<file path="src/rtl/spi_minion_multimode.sv">
// SPI minion for all four CPOL/CPHA modes with NBITS-wide words, multi-word frames, an RX FIFO and a TX pull handshake.
// Build option: define SPI_MINION_FRAME_CNT_EN to add o_frame_words (complete words seen in the most recent frame).
module spi_minion_multimode #(
  parameter int NBITS = 8,
  parameter int DEPTH = 2
) (
  input  logic             i_clk,
  input  logic             i_reset,
  input  logic             i_cs,
  input  logic             i_sclk,
  input  logic             i_mosi,
  output logic             o_miso,
  input  logic             i_cpol,
  input  logic             i_cpha,
  output logic [NBITS-1:0] o_recv_msg,
  output logic             o_recv_val,
  input  logic             i_recv_rdy,
  input  logic [NBITS-1:0] i_send_msg,
  input  logic             i_send_val,
  output logic             o_send_rdy,
  output logic             o_overflow,
  output logic             o_underflow,
  input  logic             i_clr_flags,
  output logic             o_busy
`ifdef SPI_MINION_FRAME_CNT_EN
  ,
  output logic [15:0]      o_frame_words
`endif
);

  localparam int CW = $clog2(NBITS);
  localparam int AW = $clog2(DEPTH);

  logic [2:0]       r_cs_sync;
  logic [2:0]       r_sclk_sync;
  logic [1:0]       r_mosi_sync;
  logic             r_post;
  logic             r_armed;
  logic             r_active;
  logic             r_cpol;
  logic             r_cpha;
  logic [CW-1:0]    r_bit_cnt;
  logic [NBITS-1:0] r_rx_shreg;
  logic [NBITS-1:0] r_tx_shreg;
  logic [NBITS-1:0] r_mem [DEPTH];
  logic [AW-1:0]    r_wr_ptr;
  logic [AW-1:0]    r_rd_ptr;
  logic [AW:0]      r_count;
  logic             r_send_rdy;
  logic             r_overflow;
  logic             r_underflow;
`ifdef SPI_MINION_FRAME_CNT_EN
  logic [15:0]      r_word_cnt;
  logic [15:0]      r_frame_words;
`endif

  logic             w_cs_fall, w_cs_rise, w_sclk_rise, w_sclk_fall;
  logic             w_start, w_end, w_lead, w_trail, w_sample, w_txedge;
  logic             w_last, w_word_done, w_load, w_shift;
  logic             w_full, w_pop, w_push;
  logic [NBITS-1:0] w_rx_word;

  assign w_cs_fall   = r_cs_sync[2] & ~r_cs_sync[1];
  assign w_cs_rise   = ~r_cs_sync[2] & r_cs_sync[1];
  assign w_sclk_rise = ~r_sclk_sync[2] & r_sclk_sync[1];
  assign w_sclk_fall = r_sclk_sync[2] & ~r_sclk_sync[1];

  // A frame only starts from a cs fall seen after cs was observed high since reset.
  assign w_start     = w_cs_fall & r_armed;
  assign w_end       = w_cs_rise & r_active;
  assign w_lead      = r_active & (r_cpol ? w_sclk_fall : w_sclk_rise);
  assign w_trail     = r_active & (r_cpol ? w_sclk_rise : w_sclk_fall);
  assign w_sample    = r_cpha ? w_trail : w_lead;
  assign w_txedge    = r_cpha ? w_lead : w_trail;
  assign w_last      = (r_bit_cnt == CW'(NBITS - 1));
  assign w_word_done = w_sample & w_last;
  assign w_rx_word   = {r_rx_shreg[NBITS-2:0], r_mosi_sync[1]};

  // Bit counter at zero on a TX edge means a fresh word begins: load instead of shift.
  assign w_load      = (w_start & ~i_cpha) | (w_txedge & (r_bit_cnt == '0));
  assign w_shift     = w_txedge & (r_bit_cnt != '0);

  assign w_full      = (r_count == (AW+1)'(DEPTH));
  assign w_pop       = o_recv_val & i_recv_rdy;
  assign w_push      = w_word_done & (~w_full | w_pop);

  always_ff @(posedge i_clk) begin
    if (!i_reset) begin
      r_cs_sync   <= 3'b111;
      r_sclk_sync <= 3'b000;
      r_mosi_sync <= 2'b00;
      r_post      <= 1'b0;
      r_armed     <= 1'b0;
      r_active    <= 1'b0;
      r_cpol      <= 1'b0;
      r_cpha      <= 1'b0;
      r_bit_cnt   <= '0;
      r_rx_shreg  <= '0;
      r_tx_shreg  <= '0;
      r_wr_ptr    <= '0;
      r_rd_ptr    <= '0;
      r_count     <= '0;
      r_send_rdy  <= 1'b0;
      r_overflow  <= 1'b0;
      r_underflow <= 1'b0;
`ifdef SPI_MINION_FRAME_CNT_EN
      r_word_cnt    <= '0;
      r_frame_words <= '0;
`endif
    end else begin
      r_cs_sync   <= {r_cs_sync[1:0], i_cs};
      r_sclk_sync <= {r_sclk_sync[1:0], i_sclk};
      r_mosi_sync <= {r_mosi_sync[0], i_mosi};
      r_post      <= 1'b1;
      r_armed     <= r_armed | (r_post & r_cs_sync[0]);

      if (w_start) begin
        r_active <= 1'b1;
        r_cpol   <= i_cpol;
        r_cpha   <= i_cpha;
      end else if (w_cs_rise) begin
        r_active <= 1'b0;
      end

      if (w_start || w_end)
        r_bit_cnt <= '0;
      else if (w_sample)
        r_bit_cnt <= w_last ? '0 : r_bit_cnt + 1'b1;

      if (w_sample)
        r_rx_shreg <= w_rx_word;

      if (w_load)
        r_tx_shreg <= i_send_val ? i_send_msg : '0;
      else if (w_shift)
        r_tx_shreg <= {r_tx_shreg[NBITS-2:0], 1'b0};

      r_send_rdy <= w_load;

      if (w_push)
        r_wr_ptr <= r_wr_ptr + 1'b1;
      if (w_pop)
        r_rd_ptr <= r_rd_ptr + 1'b1;
      r_count <= r_count + {{AW{1'b0}}, w_push} - {{AW{1'b0}}, w_pop};

      r_overflow  <= (w_word_done & w_full & ~w_pop) | (r_overflow & ~i_clr_flags);
      r_underflow <= (w_load & ~i_send_val) | (r_underflow & ~i_clr_flags);

`ifdef SPI_MINION_FRAME_CNT_EN
      if (w_start)
        r_word_cnt <= '0;
      else if (w_word_done && r_word_cnt != 16'hFFFF)
        r_word_cnt <= r_word_cnt + 16'd1;
      if (w_end)
        r_frame_words <= r_word_cnt;
`endif
    end
  end

  always_ff @(posedge i_clk) begin
    if (w_push)
      r_mem[r_wr_ptr] <= w_rx_word;
  end

  assign o_recv_val  = (r_count != '0);
  assign o_recv_msg  = o_recv_val ? r_mem[r_rd_ptr] : '0;
  assign o_miso      = r_active & r_tx_shreg[NBITS-1];
  assign o_busy      = r_active;
  assign o_send_rdy  = r_send_rdy;
  assign o_overflow  = r_overflow;
  assign o_underflow = r_underflow;
`ifdef SPI_MINION_FRAME_CNT_EN
  assign o_frame_words = r_frame_words;
`endif

endmodule

</file>
<file path="config.mk">
export PLATFORM = sky130hd
export DESIGN_NAME = spi_minion_multimode
export DESIGN_NICKNAME = d
export VERILOG_FILES = /design/src/rtl/spi_minion_multimode.sv
export SDC_FILE = /design/constraint.sdc
export NUM_CORES = 1
export LEC_CHECK = 0
export CAP_MARGIN = 25
export CORE_MARGIN = 5
export CORE_UTILIZATION = 40
export CTS_CLUSTER_DIAMETER = 200
export DETAILED_ROUTE_END_ITERATION = 7
export PLACE_DENSITY_LB_ADDON = 0.15
export SETUP_SLACK_MARGIN = 0.4
export SLEW_MARGIN = 20
export SYNTH_ARGS = -nofsm -noshare
export SYNTH_HDL_FRONTEND = slang
export SYNTH_SLANG_ARGS = --single-unit
</file>
<file path="constraint.sdc">
create_clock -name i_clk -period 3.1 [get_ports i_clk]
set_input_delay 0.62 -clock i_clk [delete_from_list [all_inputs] [get_ports i_clk]]
set_output_delay 0.62 -clock i_clk [all_outputs]
set_load 0.05 [all_outputs]
</file>
Run 1, supply network:
Scale bar: 20 um. Pins as bars on the die edge.
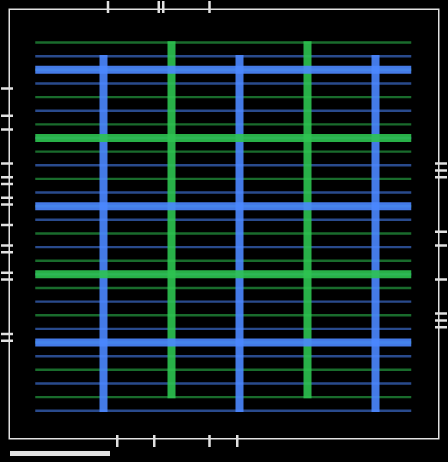
- VSS: blue
- VDD: green
- rows: 27
- met5 straps: 5
- signal pins: 32
- met4 straps: 5
Die X: 85.37 um
die height: 85.37 um
Max VDD drop: 0.0002956 V

Run 1, port wiring:
Scale bar: 20 um.
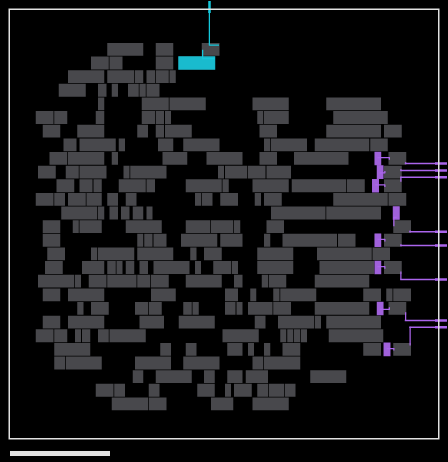
- o_send_rdy: cyan (direction output; edge top; end cells 1; buffers 1; wire 12.6 um)
- o_recv_msg: purple (direction output; edge right; end cells 8; buffers 8; wire 75.3 um)
num ports: 32
input/output buffers: 31

==> results.sh, run 1 <==
# physical design summary
export IMPL_cts_tree="built"
export IMPL_relSlewSlack_pct=42.80
export IMPL_worst_pin_slew_ns=0.8570
export IMPL_path_class="reg2out"
export IMPL_cts_hold_buf=0
export IMPL_flop_cell="dfxtp_1"
export IMPL_rsz0062_at_grt="no"
export IMPL_worstPathRequired_ns=2.48
export IMPL_setup_viol=0
export IMPL_grt_pass1_vias=1440
export IMPL_syn_avg_cell_area_um2=11.08
export IMPL_pre_cts_ws_ns=0.6376
export IMPL_numSynthFlops=55
export IMPL_post_drt_wl_per_cell_um=12.19
export IMPL_yosysMostFrequentCell="dfxtp_1"
export IMPL_status="complete, no violations"
export IMPL_gp_congestion=0.7477
export IMPL_worstPathArrival_ns=1.96
export IMPL_grt_util_all_layers_pct=10.72
export IMPL_htreeDepth=2
export IMPL_clock_fmax_ghz=0.3878
export IMPL_finalCritPeriodShare_pct=83.19
export IMPL_grt_ovfl_total=0
export IMPL_area_growth_pct=20.32
export IMPL_dp_cells=300
export IMPL_yosys_area_top_type="dfxtp_1"
export IMPL_layout_drive_gt1_share_pct=9.746
export IMPL_power_leakage_nw=0.9785
export IMPL_synth_distinct_cells=34
export IMPL_row_count=27
export IMPL_path_max_fanout=8
export IMPL_syn_inst=205
export IMPL_whs_ns=0.4436
export IMPL_drtIter0Drc=43
export IMPL_die_area_mm2=0.007288
export IMPL_final_cell_area_mm2=0.002734
export IMPL_regToRegSetupSlack_ns=1.00
export IMPL_fin_nets=258
export IMPL_crit_path_end="o_recv_msg[5]"
export IMPL_power_density_mw_per_mm2=594.5
export IMPL_endpoint_kind="primary output"
export IMPL_core_mm2=0.005507
export IMPL_dr_pass1_iters=4
export IMPL_antenna_found_initial=0
export IMPL_dpl_cell_area_mm2=0.002636
export IMPL_antenna_cells=0
export IMPL_yosysSeqAreaShare_pct=55.51
export IMPL_grt_max_degree=23
export IMPL_start_kind="register"
export IMPL_fin_cells=308
export IMPL_drt_total_wl_um=3755
export IMPL_grt_pass1_wl_um=6375
export IMPL_final_setup_worst_slack_ns=0.5210
export IMPL_common_cells="dfxtp_1 (39), nor2_1 (28), mux2i_1 (22)"
export IMPL_n_fill_cell=517
export IMPL_syn_nets=228
export IMPL_ant_nets=0
export IMPL_skew_ns=0.004072
export IMPL_synth_edff_count=16
export IMPL_finalCriticalPeriod_ns=2.579
export IMPL_cap_violations=0
export IMPL_r2r_cells=9
export IMPL_ys_cells=205
export IMPL_synth_area_mm2=0.002272
export IMPL_topCellsByArea="dfxtp_1 (34%), edfxtp_1 (21%), mux2i_1 (9.7%), a311oi_2 (4.6%), nor2_1 (4.6%)"
export IMPL_cts_root_buf="clkbuf_8"
export IMPL_clock_latency_late_pin_ns=0.30
export IMPL_via_per_inst=4.909
export IMPL_tns_ns=0
export IMPL_async_flop_share_pct=0
export IMPL_post_dp_hpwl_um=2671
export IMPL_p_total_mw=1.625
Run 1, cell area per tile:
Scale bar: 20 um. 9 x 9 tiles, from black (low) to pale yellow (high), 0 to 100% covered.
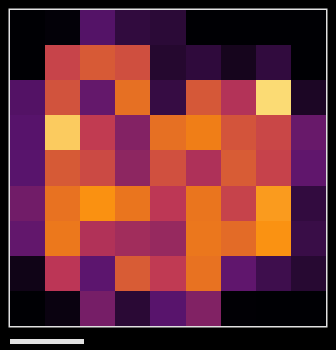
- fullest tile: 92%
- tiles over 75% full: 6.2%
- emptiest ninth of the die: upper right
- nearly empty tiles: 15%
fp util: 41.26%
Util after Layout: 49.65%

Run 1, cells coloured by class:
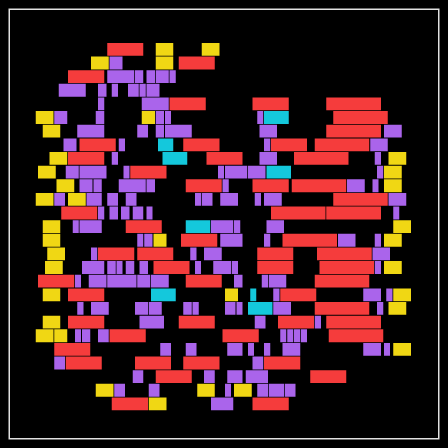
- clock drivers and dummy loads: cyan (cells 8)
- combinational and other logic: purple (cells 138)
- other buffers and delay cells: yellow (cells 35)
- flops: red (cells 55)

## run 1: worst min path at each step
stage               cells after the start  slack [ns]           start        endpoint
CTS                                     1        0.45    r_cs_sync[0]    r_cs_sync[1]
global placement                        1        0.42    r_cs_sync[0]    r_cs_sync[1]
floorplan                               1        0.41    r_cs_sync[0]    r_cs_sync[1]
detailed placement                      1        0.43    r_cs_sync[0]    r_cs_sync[1]
finish                                  1        0.44  r_sclk_sync[0]  r_sclk_sync[1]
global route                            1        0.48  r_mosi_sync[0]  r_mosi_sync[1]
## run 1: critical path, stage by stage (launching register included)
cell and delay, ns:
dfxtp_1 0.61, mux2i_1 0.14, nor2_1 0.10, clkdlybuf4s50_1 0.80
## run 1: layer usage
metal | wire, um | global-route usage, % | up-vias
met5 | 0 | 0 | -
met4 | 40 | 3.885 | 0
met3 | 192 | 3.010 | 5
met2 | 1763 | 18.15 | 37
met1 | 1758 | 12.95 | 699
li1 | - | - | 771
## run 1: power by group
part	switching (mW)	internal [mW]	leakage, nW	total [mW]
registers	0.0357	0.762	0.463	0.798
logic	0.262	0.162	0.467	0.424
clock network	0.220	0.183	0.0484	0.403
total	0.517	1.11	0.978	1.63
## run 1: flip-flops by register name (all words and copies together), names as in the netlist, named ones only
register and flops:
o_send_rdy 1, r_count 2, r_cpol 1, r_rx_shreg 7
r_tx_shreg 8, r_rd_ptr 1, o_overflow 1, r_bit_cnt 3
o_underflow 1, r_sclk_sync 3, r_cpha 1, r_post 1
r_mem 16, o_busy 1, r_mosi_sync 2, r_armed 1
r_cs_sync 3, r_wr_ptr 1
## run 1: cell type report
type                    count  area, um2  area share (%)
flip-flops and latches     55       1261           46.13
inverters                   8      30.03           1.098
well taps                  72      90.09           3.295
clock inverters             1      8.758          0.3204
repair buffers             35      340.3           12.45
clock buffers               7      86.33           3.158
multi-input cells         130      917.1           33.55
## run 1: cell usage in the layout (no fill, tap or decap), types with 2 or more instances in the layout
cell type,n
edfxtp_1,16
nand2_1,14
xor2_1,2
clkdlybuf4s50_1,31
and2_1,9
nand3b_1,3
a311oi_2,7
dfxtp_1,39
inv_1,8
ha_1,5
buf_4,4
nor2_1,27
o211ai_1,7
nand2b_1,2
nor2b_1,2
mux2i_1,22
nand4_1,2
nor3_1,7
nand3_1,5
nor2_2,2
a21oi_1,4
clkbuf_8,6
## run 1: kinds of logic after synthesis
| kind of cell | Yosys count | share of synthesized area, % |
|---|---|---|
| muxes | 23 | 10.30 |
| DFF | 55 | 55.51 |
| xor gates and xnor gates | 4 | 1.873 |
| adders and majority gates | 5 | 2.753 |
| and+or+nand+nor | 77 | 16.35 |
| AOI/OAI and AO/OA | 21 | 8.976 |
| buffers and inverters | 20 | 4.240 |
## run 1: repair_timing
item                                    CTS  global route
resized                                   0             1
endpoints found under the setup margin    0             9
buffers inserted                          0             0
==> inputs of run 2 (changes only) <==
==> constraint.sdc (replaced) <==
create_clock -name i_clk -period 2.23 [get_ports i_clk]
set_input_delay 0.446 -clock i_clk [delete_from_list [all_inputs] [get_ports i_clk]]
set_output_delay 0.446 -clock i_clk [all_outputs]
set_load 0.05 [all_outputs]
Run 2, cell area per tile:
Scale bar: 20 um. 9 x 9 tiles, from black (low) to pale yellow (high), 0 to 100% covered.
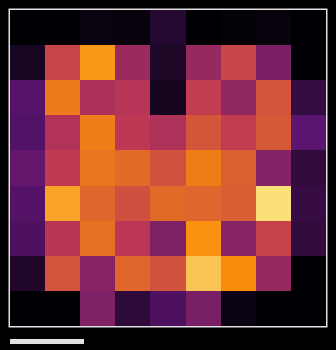
- tiles over 75% full: 7.4%
- nearly empty tiles: 14%
- mean over tiles: 37%
- fullest tile: 93%

Run 2, supply network:
Scale bar: 20 um. Pins as bars on the die edge.
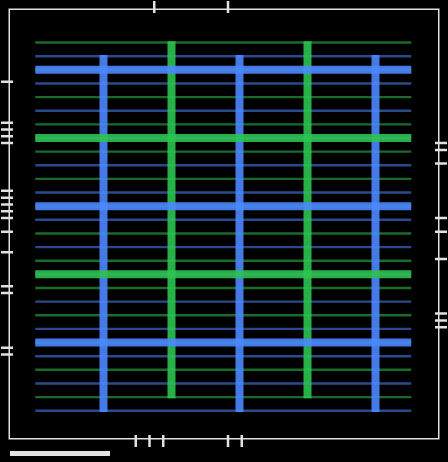
- VDD: green
- VSS: blue
- met1 rails: 28
- met4 straps: 5
- signal pins: 32
Max VDD drop: 0.0004218 V
Core Region: 0.005507 mm2

==> results.sh, run 2 <==
# physical design summary
export IMPL_status="complete, no violations"
export IMPL_met3_usage_pct=2.039
export IMPL_p_int_mw=1.514
export IMPL_yosys_area_top_type="dfxtp_1"
export IMPL_power_density_mw_per_mm2=798.0
export IMPL_ys_warn_count=0
export IMPL_path_max_fanout=2
export IMPL_layout_drive_gt1_share_pct=21.72
export IMPL_skew_ns=0.003721
export IMPL_clock_fmax_ghz=0.5301
export IMPL_p_sw_mw=0.7335
export IMPL_drt_total_wl_um=3926
export IMPL_clock_latency_late_pin_ns=0.29
export IMPL_drv_slew=0
export IMPL_setup_viol=0
export IMPL_power_frac_seq_pct=49.3
export IMPL_clockBufferDepth=2
export IMPL_cts_buffers=5
export IMPL_syn_avg_cell_area_um2=11.08
export IMPL_hold_violations=0
export IMPL_worst_pin_slew_ns=0.5030
export IMPL_post_dp_hpwl_um=2773
export IMPL_flop_cell="dfxtp_1"
export IMPL_finalCriticalPeriod_ns=1.886
export IMPL_htreeDepth=2
export IMPL_tool_warnings=30
export IMPL_clk_pin_slew_ns=0.09
export IMPL_tns_ns=0
export IMPL_syn_nets=228
export IMPL_finalCritPeriodShare_pct=84.59
export IMPL_worstPathArrival_ns=2.07
export IMPL_top_regs="r_mem x16, r_tx_shreg x8, r_rx_shreg x7"
export IMPL_relSlewSlack_pct=66.31
export IMPL_fin_nets=266
export IMPL_antenna_found_initial=0
export IMPL_cts_root_buf="clkbuf_8"
export IMPL_endpoint_kind="register"
export IMPL_port_buffers=31
export IMPL_async_flop_share_pct=0
export IMPL_final_setup_worst_slack_ns=0.3437
export IMPL_antenna_cells=0
export IMPL_pwr_share_comb_pct=27.5
export IMPL_clock_sinks=55
export IMPL_grt_ovfl_total=0
export IMPL_worstPathRequired_ns=2.41
export IMPL_power_leakage_nw=1.045
export IMPL_io_pins=32
export IMPL_cap_violations=0
export IMPL_yosysMostFrequentCell="dfxtp_1"
export IMPL_topCellsByArea="dfxtp_1 (34%), edfxtp_1 (21%), mux2i_1 (9.7%), a311oi_2 (4.6%), nor2_1 (4.6%)"
export IMPL_p_total_mw=2.248
export IMPL_via_per_inst=4.886
export IMPL_die_x_um=85.37
export IMPL_ys_area_mm2=0.002272
export IMPL_drtIter0Drc=96
export IMPL_numSynthFlops=55
export IMPL_area_growth_pct=23.95
export IMPL_lay_top_cells="dfxtp_1 (35), nor2_1 (23), mux2i_1 (22)"
export IMPL_ant_nets=0
export IMPL_die_area_mm2=0.007288
export IMPL_n_fill_cell=531
export IMPL_dr_pass1_iters=4
export IMPL_lay_top_count="dfxtp_1"
export IMPL_grt_pass1_vias=1494
export IMPL_regMostFlops="r_mem"
export IMPL_largest_reg_flops=16
export IMPL_cts_tree="built"
export IMPL_drcViolationCount=0
export IMPL_grt_util_all_layers_pct=11.12
export IMPL_pre_cts_ws_ns=0.08087
export IMPL_grt_pass1_wl_um=6555
export IMPL_path_class="reg2reg"
export IMPL_rsz0062_at_grt="yes"
export IMPL_ys_cells=205
export IMPL_top_usage_layer="met2"
export IMPL_clkPwrFrac_pct=23.2
export IMPL_syn_inst=205
export IMPL_p_sw_share_pct=32.63
export IMPL_start_kind="register"
export IMPL_grt_max_degree=23
export IMPL_gp_congestion=0.7184
export IMPL_die_h_um=85.37
export IMPL_synth_edff_count=16
export IMPL_post_drt_wl_per_cell_um=12.42
export IMPL_yosysSeqAreaShare_pct=55.51
export IMPL_synth_distinct_cells=34
export IMPL_num_vias=1544
export IMPL_common_cells="dfxtp_1 (39), nor2_1 (28), mux2i_1 (22)"
export IMPL_row_count=27
export IMPL_yosys_area_top_type_share_pct=34.36
export IMPL_min_path_type="reg2reg"
export IMPL_fp_util_pct=41.26
export IMPL_synth_area_mm2=0.002272
Run 2, congestion heat map:
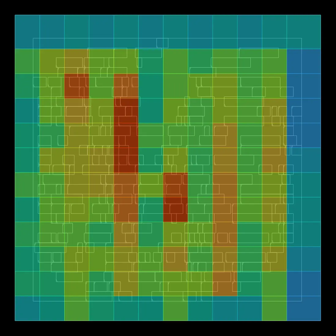
GRT met1 Usage: 13.46%
GR Util met2: 19.21%

run 2: worst max-delay path, stage by stage, from the launching register on:
cell     delay (ns)
dfxtp_4        0.37
xnor2_4        0.18
mux2i_2        0.28
nand3_2        0.13
ha_4           0.28
inv_2          0.04
ha_4           0.14
xor2_1         0.17
xnor2_1        0.13
nor2_1         0.05
run 2: final timing paths:
path | end | slack, ns | from | cells past startpoint
max reg2reg | r_count[1] | 0.34 | r_cpha | 9
min reg2reg | r_mosi_sync[1] | 0.44 | r_mosi_sync[0] | 1
max | r_count[1] | 0.34 | r_cpha | 9
min | r_mosi_sync[1] | 0.44 | r_mosi_sync[0] | 1
run 2: metal layers:
layer | share of wire, % | vias up
met5 | 0 | -
met4 | 1.3 | 0
met3 | 4.7 | 5
met2 | 46 | 32
met1 | 48 | 717
li1 | - | 790
run 2: cell type report:
class	count	area [um2]	share of cell area, %
timing repair buffer	43	367.9	13.06
sequential	55	1274	45.22
tap	72	90.09	3.199
clock inverter	1	7.507	0.2665
inverter	8	30.03	1.066
multi-input combinational	130	970.9	34.47
clock buffer	7	76.32	2.710
run 2: logic make-up after synthesis:
group                      after synthesis  synth area share [%]
xor gates and xnor gates                 4                 1.873
muxes                                   23                 10.30
DFF                                     55                 55.51
AOI/OAI and AO/OA                       21                 8.976
buffers and inverters                   20                 4.240
adders and majority gates                5                 2.753
and+or+nand+nor                         77                 16.35
run 2: what timing repair did:
item,CTS,global route
hold buffers,0,0
setup endpoints to repair,15,12
cloned,0,0
pin swaps,2,5
endpoints found under the hold margin,0,0
gates resized,7,10
buffers inserted,2,1
run 2: power by group through the flow:
stage / logic [mW] / clock network, mW / registers [mW]
2_1_floorplan: 0.450 / 0 / 1.10
4_1_cts: 0.612 / 0.544 / 1.11
3_3_place_gp: 0.606 / 0 / 1.13
3_5_place_dp: 0.612 / 0 / 1.13
6_report: 0.619 / 0.521 / 1.11
5_1_grt: 0.667 / 0.592 / 1.12
run 2: through the flow:
step,util (%),hold WS (ns),cell area (um2),std cells
3_5_place_dp,48.53,0.4223,2673,305
4_1_cts,50.26,0.4475,2768,315
2_1_floorplan,-,0.4112,2293,205
3_3_place_gp,48.53,0.4204,2673,305
5_1_grt,51.15,0.4769,2816,316
6_report,51.15,0.4414,2816,316
==> inputs of run 3 (changes only) <==
==> constraint.sdc (replaced) <==
create_clock -name i_clk -period 1.7 [get_ports i_clk]
set_input_delay 0.34 -clock i_clk [delete_from_list [all_inputs] [get_ports i_clk]]
set_output_delay 0.34 -clock i_clk [all_outputs]
set_load 0.05 [all_outputs]
Run 3, port wiring:
Scale bar: 20 um.
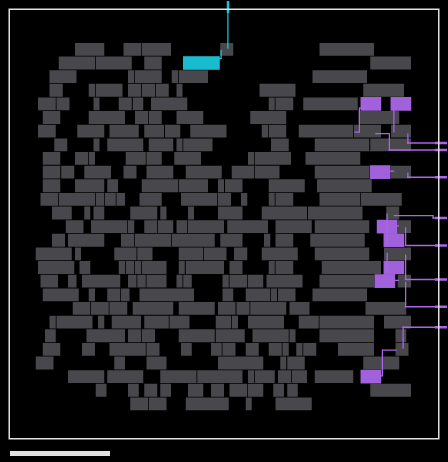
- o_send_rdy: cyan (direction output; edge top; end cells 1; buffers 1; wire 9.60 um)
- o_recv_msg: purple (direction output; edge right; end cells 8; buffers 8; wire 114 um)

Run 3, supply network:
Scale bar: 20 um. Pins as bars on the die edge.
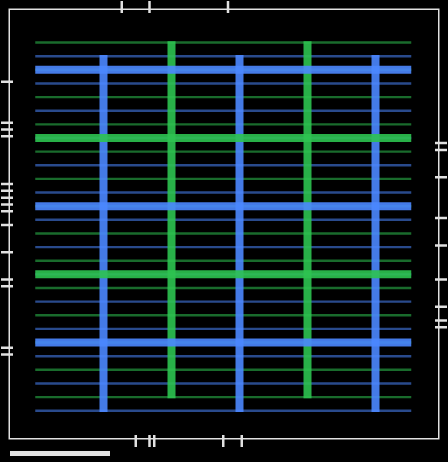
- VSS: blue
- VDD: green
- met5 straps: 5
- signal pins: 32

==> results.sh, run 3 <==
# physical design summary
export IMPL_finalCritPeriodShare_pct=108.9
export IMPL_die_h_um=85.37
export IMPL_regMostFlops="r_mem"
export IMPL_path_class="reg2reg"
export IMPL_layout_drive_gt1_share_pct=42.80
export IMPL_num_vias=1631
export IMPL_whs_ns=0.4482
export IMPL_xor_share_pct=1.872
export IMPL_post_drt_wl_per_cell_um=12.97
export IMPL_dpl_cell_area_mm2=0.002856
export IMPL_htreeDepth=2
export IMPL_top_logic_kind="simple AND/OR/NAND/NOR gates"
export IMPL_min_from="r_sclk_sync[0]"
export IMPL_synth_area_mm2=0.002272
export IMPL_syn_nets=228
export IMPL_flop_cell="dfxtp_1"
export IMPL_min_path_type="reg2reg"
export IMPL_final_setup_worst_slack_ns=-0.1517
export IMPL_fin_cells=336
export IMPL_yosysSeqAreaShare_pct=55.51
export IMPL_r2r_start="r_cpha"
export IMPL_tool_warnings=30
export IMPL_grt_ovfl_total=0
export IMPL_holdPathEnd="r_sclk_sync[1]"
export IMPL_setup_viol=22
export IMPL_relSlewSlack_pct=79.44
export IMPL_fa_ha_area_share_pct=2.753
export IMPL_grt_max_degree=23
export IMPL_cts_root_buf="clkbuf_8"
export IMPL_async_flop_share_pct=0
export IMPL_status="finished with violations"
export IMPL_clk_pin_slew_ns=0.10
export IMPL_topCellsByArea="dfxtp_1 (34%), edfxtp_1 (21%), mux2i_1 (9.7%), a311oi_2 (4.6%), nor2_1 (4.6%)"
export IMPL_cts_tree="built"
export IMPL_simple_gate_share_pct=16.35
export IMPL_die_x_um=85.37
export IMPL_fp_util_pct=41.26
export IMPL_synth_distinct_cells=34
export IMPL_port_buffers=31
export IMPL_worstPathArrival_ns=2.05
export IMPL_ys_warn_count=0
export IMPL_clock_latency_late_pin_ns=0.31
export IMPL_aoi_share_pct=8.976
export IMPL_vdd_drop_max_v=0.0007850
export IMPL_mux_share_pct=10.30
export IMPL_dp_cells=319
export IMPL_post_dp_hpwl_um=2878
export IMPL_gp_congestion=0.7799
export IMPL_synth_edff_count=16
export IMPL_common_cells="dfxtp_1 (39), nor2_1 (28), mux2i_1 (22)"
export IMPL_reg2reg_to="r_count[1]"
export IMPL_drv_slew=0
export IMPL_violations="negative setup slack"
export IMPL_lay_top_count="dfxtp_1"
export IMPL_finalCriticalPeriod_ns=1.852
export IMPL_via_per_inst=4.854
export IMPL_lay_top_cells="dfxtp_1 (33), buf_4 (26), nor2_1 (17), clkdlybuf4s50_1 (17), edfxtp_1 (16)"
export IMPL_rsz0062_at_grt="yes"
export IMPL_clockBufferDepth=2
export IMPL_yosysMostFrequentCell="dfxtp_1"
export IMPL_syn_inst=205
export IMPL_cts_buffers=5
export IMPL_yosys_area_top_type="dfxtp_1"
export IMPL_top_regs="r_mem x16, r_tx_shreg x8, r_rx_shreg x7"
export IMPL_hold_violations=0
export IMPL_dr_pass1_iters=4
export IMPL_start_kind="register"
export IMPL_tns_ns=-1.130
export IMPL_yosys_area_top_type_share_pct=34.36
export IMPL_die_area_mm2=0.007288
export IMPL_power_density_mw_per_mm2=1088
export IMPL_numSynthFlops=55
export IMPL_clock_fmax_ghz=0.5400
export IMPL_power_leakage_nw=1.283
export IMPL_grt_util_all_layers_pct=12.81
export IMPL_drt_total_wl_um=4359
export IMPL_area_growth_pct=52.31
export IMPL_io_pins=32
export IMPL_ys_cells=205
export IMPL_clock_sinks=55
export IMPL_cap_violations=0
export IMPL_fin_nets=286
export IMPL_core_mm2=0.005507
export IMPL_holdPathStages=1
export IMPL_largest_reg_flops=16
export IMPL_drtIter0Drc=51
export IMPL_antenna_found_initial=0
export IMPL_ant_nets=0
export IMPL_cts_hold_buf=0
export IMPL_skew_ns=0.009375
export IMPL_syn_avg_cell_area_um2=11.08
export IMPL_ys_area_mm2=0.002272
export IMPL_r2r_cells=9
export IMPL_drcViolationCount=0
export IMPL_worstPathRequired_ns=1.90
export IMPL_path_max_fanout=2
export IMPL_antenna_cells=0
export IMPL_endpoint_kind="register"
export IMPL_worst_pin_slew_ns=0.3077
export IMPL_grt_pass1_vias=1617
export IMPL_grt_pass1_wl_um=7521
export IMPL_regToRegSetupSlack_ns=-0.15
Run 3, cells coloured by class:
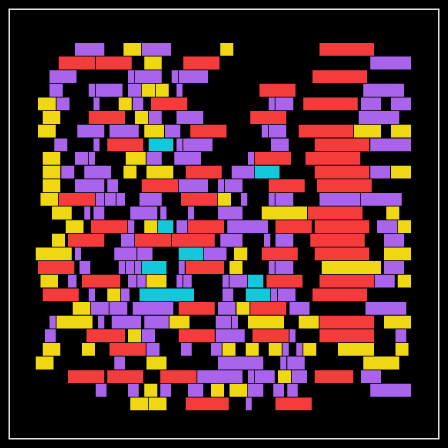
- combinational and other logic: purple (cells 138)
- clock drivers and dummy loads: cyan (cells 8)
- other buffers and delay cells: yellow (cells 63)
- flops: red (cells 55)
FP Rows: 27
Util after Layout: 62.85%
Final Instance Area: 0.003461 mm2

-- run 3: cell counts after synthesis --
No cell type changed its count.
-- run 3: cell type report --
| class | count | area [um2] |
|---|---|---|
| Fill cell | 447 | 2046 |
| Sequential cell | 55 | 1274 |
| Multi-Input combinational cell | 130 | 1261 |
| Timing Repair Buffer | 63 | 684.4 |
| Tap cell | 72 | 90.09 |
| Clock buffer | 5 | 68.82 |
| Clock inverter | 3 | 47.55 |
| Inverter | 8 | 35.03 |
-- run 3: cell families after synthesis --
group           count (synthesis)
compound gates                 21
xor+xnor                        4
fa+ha+maj                       5
buf+inv                        20
flops                          55
mux                            23
simple gates                   77
-- run 3: worst max-delay path by stage --
stage,start,to,slack (ns),depth (start not counted)
3_5_place_dp,i_recv_rdy,r_count[1],-0.28,10
4_1_cts,r_cpol,r_count[1],-0.16,9
5_1_grt,r_cpha,r_count[1],-0.24,9
6_report,r_cpha,r_count[1],-0.15,9
2_1_floorplan,r_cpha,r_count[1],-0.23,9
3_3_place_gp,i_recv_rdy,r_count[1],-0.25,10
-- run 3: metrics by stage --
stage / power (mW) / setup WS, ns
floorplan: 2.162 / -0.2278
global route: 3.938 / -0.2427
CTS: 3.755 / -0.1640
detailed placement: 2.455 / -0.2763
finish: 3.766 / -0.1517
global placement: 2.443 / -0.2485
-- run 3: routing by layer --
layer	part of all wire, %	global-route usage [%]
met1	44	15.44
met2	50	22.53
met3	4.2	3.010
met4	1.1	3.885
met5	0	0
-- run 3: worst max-delay path, cell delays in order, from the launching register on --
cell,delay [ns]
dfxtp_2,0.35
xnor2_2,0.19
mux2i_2,0.28
nand3_2,0.13
ha_4,0.30
inv_4,0.03
ha_4,0.15
xor2_2,0.14
xnor2_1,0.12
nor2_1,0.05
-- run 3: where the power goes --
part	internal (mW)	total (mW)	leakage [nW]	switching [mW]
Clock	0.447	0.890	0.0587	0.443
Combinational	0.721	1.43	0.758	0.709
Sequential	1.40	1.45	0.466	0.0495
Total	2.56	3.77	1.28	1.20
-- run 3: what timing repair did --
action	4_1_cts	5_1_grt
hold endpoints to repair	0	0
setup buffers	4	2
endpoints found under the setup margin	50	53
pin swaps	15	16
gates cloned	2	1
resized	69	14
Power is estimated from default activity; no workload was simulated.
